## config.mk

```make
export PLATFORM = sky130hd
export DESIGN_NAME = up_counter
export DESIGN_NICKNAME = d
export VERILOG_FILES = /design/src/rtl/up_counter.sv
export SDC_FILE = /design/constraint.sdc
export NUM_CORES = 1
export LEC_CHECK = 0
export ABC_AREA = 1
export CAP_MARGIN = 20
export CORE_AREA = 2 2 39 41
export DETAILED_ROUTE_END_ITERATION = 10
export DIE_AREA = 0 0 41 43
export PLACE_DENSITY = 0.37
export SLEW_MARGIN = 20
export SYNTH_ARGS = -nofsm -noshare
export SYNTH_HDL_FRONTEND = slang
export SYNTH_SLANG_ARGS = --single-unit
```

## constraint.sdc

```tcl
create_clock -name clock -period 1.1 [get_ports clock]
set_clock_uncertainty 0.2 [all_clocks]
set_input_delay 0.22 -clock clock [delete_from_list [all_inputs] [get_ports clock]]
set_output_delay 0.22 -clock clock [all_outputs]
set_load 0.05 [all_outputs]
```

## src/rtl/up_counter.sv

```systemverilog
// up_counter: free-running binary up-counter with count enable and asynchronous clear.
//
// Parameters:
//   WIDTH        counter width in bits (>= 1)
//   RESET_VALUE  value loaded while reset is asserted
//
// Ports:
//   clock        in   1      rising-edge clock
//   reset        in   1      asynchronous, active-high clear to RESET_VALUE
//   enable       in   1      count enable, sampled on the rising edge of clock
//   counter_out  out  WIDTH  registered count, wraps 2^WIDTH-1 -> 0
//   tc           out  1      terminal count, only when UP_COUNTER_TC_EN is defined
//
// Build option:
//   UP_COUNTER_TC_EN  adds the combinational terminal-count output tc
module up_counter #(
    parameter int unsigned           WIDTH       = 4,
    parameter logic [WIDTH-1:0]      RESET_VALUE = '0
) (
    input  logic             clock,
    input  logic             reset,
    input  logic             enable,
    output logic [WIDTH-1:0] counter_out
`ifdef UP_COUNTER_TC_EN
    ,
    output logic             tc
`endif
);

    always_ff @(posedge clock or posedge reset) begin
        if (reset)
            counter_out <= RESET_VALUE;
        else if (enable)
            counter_out <= counter_out + 1'b1;
    end

`ifdef UP_COUNTER_TC_EN
    // Gated by reset so tc stays low even when RESET_VALUE is all ones.
    always_comb tc = enable & ~reset & (&counter_out);
`endif

endmodule

```

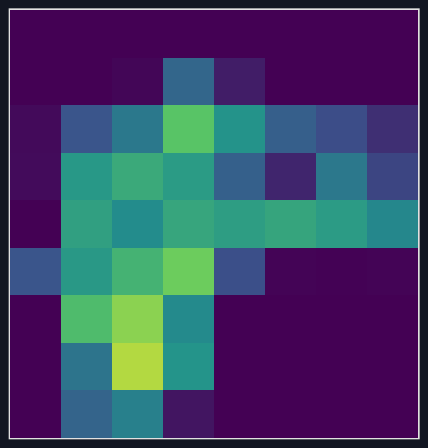
Figure 1: placement density heat map.
The die is cut into 8 by 9 equal tiles; dark purple is low, yellow is high, 0 to 100% covered.
- tiles over 75% full: 4.2%
- mean over tiles: 23%
- fullest tile: 88%
- nearly empty tiles: 46%
- densest ninth of the die: centre
- emptiest ninth of the die: lower right
Layout Utilization: 30.8%
Core Region: 1380 um^2

==> results.txt <==
The following summarizes the physical implementation.

Outcome
The flow ran to the end, but the final reports show violations. The checks that failed: negative hold slack, negative setup slack.

Power and ir drop
Sequential cells consume a total of slightly above 300 uW. The power report attributes to the combinational group a share of between 60 and 70%.

Floorplanning
The I/O pin total is 7. The chip area is about 1800 um^2.

Clocking
The number of buffers created by CTS is 3. The post-CTS setup repair buffer count is 5. TritonCTS built the clock tree. The timing report gives the clock slew at the launch and capture registers of the worst setup and hold paths as approximately 0.040 ns. According to the CTS report, the clock sink count is 4.

Final timing
The worst hold margin is -0.0157 ns. Derived from the worst setup path, the maximum achievable clock frequency is about 760 MHz. The number of endpoints with negative hold slack in the final report is 4. The total of endpoints with negative setup slack in the final report is 7.

The final worst setup slack is -0.215 ns.

Yosys
The area of the mapped netlist is about 180 um^2. The post-synthesis cell count is 20.

Place
Input and output buffers added on the ports amount to 6. The worst slack at placement is -0.274 ns. Counting tap cells, the placed design contains a total of between 40 and 50 instances.

GRT
The met3 layer usage reported by global route is between 2 and 2.5%. In the global route stage, met2 resource usage came out at between 10% and 20%. Global routing consumed, over all layers together, ~7.4% of the routing resources.

Worst setup path
The signal on the critical path passes through buf_6 -> buf_12. Grouping stages by cell kind, the critical path spends the most delay in flip-flops. The library cell contributing the largest single delay on the critical path is dfrtp_2.
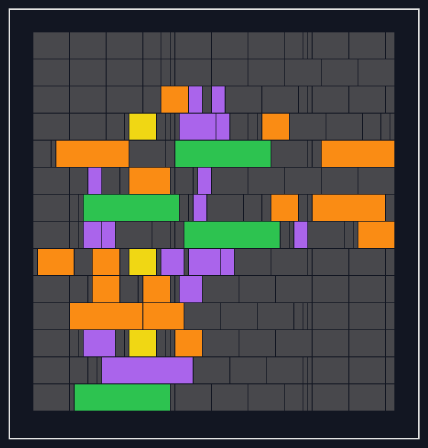
Figure 2: cells coloured by class.
Fill, decap, tap and diode cells in grey.
- cells driving clock nets: yellow (cells 3)
- all other logic: purple (cells 16)
- other buffers and delay cells: orange (cells 15)
- flip-flops: green (cells 4)

Power figures rest on the tool's default switching activity, not on a simulated workload.
